==> config.mk <==
export PLATFORM = sky130hd
export DESIGN_NAME = ahb_manager_arbiter
export DESIGN_NICKNAME = d
export VERILOG_FILES = /design/src/rtl/common_types_pkg.sv /design/src/rtl/ahb_arb_input_stage.sv /design/src/rtl/ahb_manager_arbiter.sv
export SDC_FILE = /design/constraint.sdc
export NUM_CORES = 1
export LEC_CHECK = 0
export ABC_CLOCK_PERIOD_IN_PS = 2350
export CORE_ASPECT_RATIO = 1.5
export CORE_MARGIN = 10
export CORE_UTILIZATION = 42
export CTS_CLUSTER_DIAMETER = 30
export CTS_CLUSTER_SIZE = 14
export DETAILED_ROUTE_END_ITERATION = 7
export MAX_ROUTING_LAYER = met4
export PLACE_DENSITY_LB_ADDON = 0.08
export SKIP_LAST_GASP = 1
export SLEW_MARGIN = 15
export SYNTH_ARGS = -nofsm -noshare
export SYNTH_HDL_FRONTEND = slang
export SYNTH_SLANG_ARGS = --single-unit
export TNS_END_PERCENT = 30
==> constraint.sdc <==
create_clock -name clk -period 2.35 [get_ports clk]
set_input_delay 0.47 -clock clk [delete_from_list [all_inputs] [get_ports clk]]
set_output_delay 0.47 -clock clk [all_outputs]
set_load 0.01 [all_outputs]
==> src/rtl/common_types_pkg.sv <==
// common_types_pkg: shared AHB transfer encodings, data-phase owner type and address-phase bundle
package common_types_pkg;
  localparam logic [1:0] HTRANS_IDLE   = 2'b00;
  localparam logic [1:0] HTRANS_BUSY   = 2'b01;
  localparam logic [1:0] HTRANS_NONSEQ = 2'b10;
  localparam logic [1:0] HTRANS_SEQ    = 2'b11;
  typedef enum logic [1:0] {OWNER_NONE, OWNER_M0, OWNER_M1} owner_t;
  typedef struct packed {
    logic [31:0] haddr;
    logic [1:0]  htrans;
    logic        hwrite;
    logic [2:0]  hsize;
    logic [2:0]  hburst;
  } addr_phase_t;
  function automatic logic is_xfer(input logic [1:0] t);
    return t == HTRANS_NONSEQ || t == HTRANS_SEQ;
  endfunction
endpackage

==> src/rtl/ahb_arb_input_stage.sv <==
// ahb_arb_input_stage: one-deep pending address-phase holder for a manager that lost arbitration
// Ports: clk/nrst; live = manager's current address phase; capture loads it, issue retires it;
// pend/valid = queued address phase and its valid flag.
module ahb_arb_input_stage
  import common_types_pkg::*;
(
  input  logic        clk,
  input  logic        nrst,
  input  addr_phase_t live,
  input  logic        capture,
  input  logic        issue,
  output addr_phase_t pend,
  output logic        valid
);
  addr_phase_t pend_d, pend_q;
  logic valid_d, valid_q;
  always_comb begin
    valid_d = capture | (valid_q & ~issue);
    pend_d  = capture ? live : pend_q;
  end
  always_ff @(posedge clk) begin
    if (!nrst) begin
      valid_q <= 1'b0;
      pend_q  <= '0;
    end else begin
      valid_q <= valid_d;
      pend_q  <= pend_d;
    end
  end
  assign pend  = pend_q;
  assign valid = valid_q;
endmodule

==> src/rtl/ahb_manager_arbiter.sv <==
// ahb_manager_arbiter: two-manager (core m0, DMA m1) round-robin AHB arbiter with burst lock
// Ports: m0_*/m1_* manager-side address/data inputs and hready/hrdata/hresp outputs;
// bus-side haddr/htrans/hwrite/hsize/hburst/hwdata outputs and hready/hrdata/hresp inputs.
module ahb_manager_arbiter
  import common_types_pkg::*;
(
  input  logic        clk,
  input  logic        nrst,
  input  logic [31:0] m0_haddr,
  input  logic [1:0]  m0_htrans,
  input  logic        m0_hwrite,
  input  logic [2:0]  m0_hsize,
  input  logic [2:0]  m0_hburst,
  input  logic [31:0] m0_hwdata,
  output logic        m0_hready,
  output logic [31:0] m0_hrdata,
  output logic        m0_hresp,
  input  logic [31:0] m1_haddr,
  input  logic [1:0]  m1_htrans,
  input  logic        m1_hwrite,
  input  logic [2:0]  m1_hsize,
  input  logic [2:0]  m1_hburst,
  input  logic [31:0] m1_hwdata,
  output logic        m1_hready,
  output logic [31:0] m1_hrdata,
  output logic        m1_hresp,
  output logic [31:0] haddr,
  output logic [1:0]  htrans,
  output logic        hwrite,
  output logic [2:0]  hsize,
  output logic [2:0]  hburst,
  output logic [31:0] hwdata,
  input  logic        hready,
  input  logic [31:0] hrdata,
  input  logic        hresp
);
  addr_phase_t a0, a1, p0, p1, e0, e1, bus;
  owner_t owner_d, owner_q, own;
  logic last_d, last_q;
  logic v0, v1, pv0, pv1, act0, act1, req0, req1, lock0, lock1, gnt0, gnt1;
  logic cap0, cap1, iss0, iss1;

  ahb_arb_input_stage u_stage0 (
    .clk(clk), .nrst(nrst), .live(a0), .capture(cap0), .issue(iss0), .pend(p0), .valid(v0)
  );
  ahb_arb_input_stage u_stage1 (
    .clk(clk), .nrst(nrst), .live(a1), .capture(cap1), .issue(iss1), .pend(p1), .valid(v1)
  );

  always_comb begin
    // Gating state with nrst keeps every output at its idle value while reset is held.
    pv0 = nrst & v0;
    pv1 = nrst & v1;
    own = nrst ? owner_q : OWNER_NONE;
    m0_hready = ~pv0 & (own == OWNER_M0 ? hready : 1'b1);
    m1_hready = ~pv1 & (own == OWNER_M1 ? hready : 1'b1);
    a0 = '{m0_haddr, m0_htrans, m0_hwrite, m0_hsize, m0_hburst};
    a1 = '{m1_haddr, m1_htrans, m1_hwrite, m1_hsize, m1_hburst};
    act0 = nrst & m0_hready & is_xfer(m0_htrans);
    act1 = nrst & m1_hready & is_xfer(m1_htrans);
    e0 = pv0 ? p0 : a0;
    e1 = pv1 ? p1 : a1;
    req0 = pv0 | act0;
    req1 = pv1 | act1;
    // The last-granted manager continuing with SEQ keeps the bus for the rest of its burst.
    lock0 = req0 & ~last_q & (e0.htrans == HTRANS_SEQ);
    lock1 = req1 & last_q & (e1.htrans == HTRANS_SEQ);
    gnt0 = hready & req0 & (lock0 | (~lock1 & (~req1 | last_q)));
    gnt1 = hready & req1 & (lock1 | (~lock0 & (~req0 | ~last_q)));
    cap0 = act0 & ~gnt0;
    cap1 = act1 & ~gnt1;
    iss0 = gnt0 & pv0;
    iss1 = gnt1 & pv1;
    bus = gnt0 ? e0 : gnt1 ? e1 : '0;
    haddr  = bus.haddr;
    htrans = bus.htrans;
    hwrite = bus.hwrite;
    hsize  = bus.hsize;
    hburst = bus.hburst;
    hwdata = own == OWNER_M0 ? m0_hwdata : own == OWNER_M1 ? m1_hwdata : '0;
    m0_hrdata = hrdata;
    m1_hrdata = hrdata;
    m0_hresp = (own == OWNER_M0) & hresp;
    m1_hresp = (own == OWNER_M1) & hresp;
    last_d  = gnt0 ? 1'b0 : gnt1 ? 1'b1 : last_q;
    owner_d = !hready ? owner_q : gnt0 ? OWNER_M0 : gnt1 ? OWNER_M1 : OWNER_NONE;
  end

  // last_q = 1 means m1 was granted last, so m0 wins the first tie after reset.
  always_ff @(posedge clk) begin
    if (!nrst) begin
      last_q  <= 1'b1;
      owner_q <= OWNER_NONE;
    end else begin
      last_q  <= last_d;
      owner_q <= owner_d;
    end
  end
endmodule
==> images/layer_met1.png <==
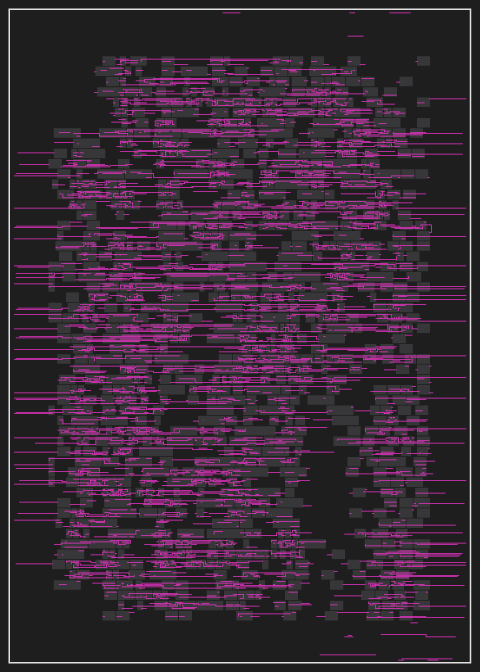
main direction: horizontal
nets with wire on the layer: 992
wire length on this layer: 10,100 um
longest straight run: 46.2 um
final WL: 27.8 mm
vias: 7,224
global routing usage on met1: 0.274

==> images/layer_met2.png <==
The bar under the picture is 20 um long.
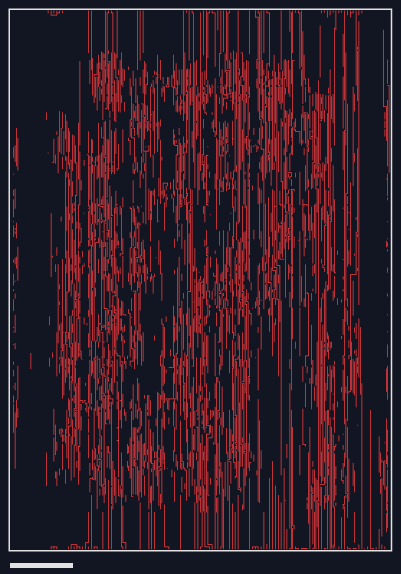
longest straight run: 99.6 um
share of all routed wire: 51%
wire length on this layer: 14,300 um
M2 GR Usage: 0.427

==> notes.md <==
run results: status=finished, violations left, failing checks=setup timing, Layout area overhead=45.6%, Final WS setup=-0.274 ns, Cell Area, Synth=0.00652 mm2, IO Count=323, Max Cap Viol=0, Slew Viols, Final=0, Slew @ Worst Pin=0.964 ns, Sink Count=87, met3 wire length=2.50 mm, Hold-fix buffers, CTS=0, Synth Seq Share=0.267, antenna violations before repair=2, Setup violations, final=65, worst path required time=1.88 ns, CP Cell Sequence=or3b_1, a21o_1, o2111ai_2, nand2_2, buf_12, clkbuf_16, o22ai_2, clkdlybuf4s15_1, Fillers=1,303, CP Max Fanout=6, die area=0.0210 mm2, CTS root buf=clkbuf_16
==> images/layer_met3.png <==
The bar under the picture is 20 um long.
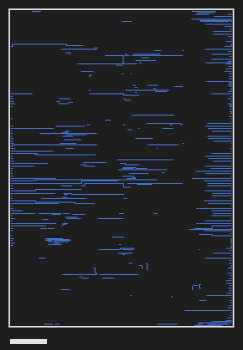
share of all routed wire: 9.0%
nets with wire on the layer: 246
main direction: horizontal
met3 track demand over resource: 0.0597

-- path summary, 6_finish.rpt --
check / cells past startpoint / slack [ns] / from / to
max: 8 / -0.27 / owner_q[0] / haddr[25]
min: 3 / 0.48 / hready / owner_q[0]
max reg2reg: 7 / 0.30 / u_stage0.valid / u_stage1.pend[8]
min reg2reg: 2 / 0.48 / u_stage0.pend[9] / u_stage0.pend[9]
-- report_power, final --
group | internal, W | total (W) | switching (W)
clock network | 0.00100 | 0.00164 | 0.000640
logic | 0.000753 | 0.00150 | 0.000751
registers | 0.00156 | 0.00163 | 0.0000623
-- flip-flops by register name (all words and copies together) (netlist names) --
name,count
last_q,1
owner_q,2
u_stage0.pend,41
u_stage0.valid,1
u_stage1.pend,41
u_stage1.valid,1
-- area by class of cell --
class / count / area (um2) / area share
inverter: 4 / 15.0 / 0.00158
clock inverter: 5 / 87.6 / 0.00922
tap: 199 / 249 / 0.0262
antenna: 2 / 5.00 / 0.000527
sequential: 87 / 1750 / 0.184
multi-input combinational: 527 / 3950 / 0.416
clock buffer: 11 / 253 / 0.0266
timing repair buffer: 322 / 3190 / 0.336
-- placed cells by master, fill, tap and decap left out, types with 4 or more instances in the layout --
master,instances
buf_2,30
a22o_1,32
o21ai_1,12
a21oi_1,44
buf_6,6
o21ai_0,33
nand2_1,7
nand2_2,4
buf_12,18
o22ai_2,37
mux2i_1,83
nand3_1,79
nand4b_1,39
dfxtp_1,84
nor2_4,4
buf_4,70
nand4_1,118
clkdlybuf4s15_1,8
dlygate4sd2_1,4
clkdlybuf4s50_1,167
dlymetal6s2s_1,12
clkbuf_16,11
-- repair_timing --
| action | in CTS | in global routing |
|---|---|---|
| endpoints found under the setup margin | 81 | 77 |
| gates resized | 126 | 60 |
| pin swaps | 12 | 8 |
| setup buffers | 5 | 5 |
| cloned | 2 | 3 |
-- per-layer routing --
metal / GRT usage / vias up
met5: - / -
met4: 0.0813 / 0
met3: 0.0597 / 80
met2: 0.427 / 415
met1: 0.274 / 3437
li1: - / 3292
-- critical path: cells and delay by family (launching register included) --
family / cells / cell delay [ns]
buffers and inverters: 3 / 0.60
AND/OR/NAND/NOR: 2 / 0.45
AND-OR/OR-AND: 3 / 0.42
flip-flops: 1 / 0.33
-- kinds of logic after synthesis --
logic type	count (synthesis)	synth area share
AOI/OAI and AO/OA	180	0.218
and+or+nand+nor	264	0.248
buffers and inverters	160	0.140
DFF	87	0.267
muxes	83	0.127
-- metrics by stage --
| step | instance area, um2 | total power [W] | instances | setup WS [ns] | TNS (ns) |
|---|---|---|---|---|---|
| 2_1_floorplan | 6520 | 0.00243 | 774 | 0.204 | 0 |
| 3_3_place_gp | 9020 | 0.00310 | 1124 | -0.734 | -40.03 |
| 3_5_place_dp | 9020 | 0.00314 | 1124 | -0.758 | -51.11 |
| 4_1_cts | 9320 | 0.00475 | 1147 | -0.292 | -15.55 |
| 5_1_grt | 9500 | 0.00495 | 1157 | -0.314 | -14.41 |
| 6_report | 9500 | 0.00477 | 1157 | -0.274 | -10.61 |
No activity file was given, so power comes from the tool's default toggle rates.
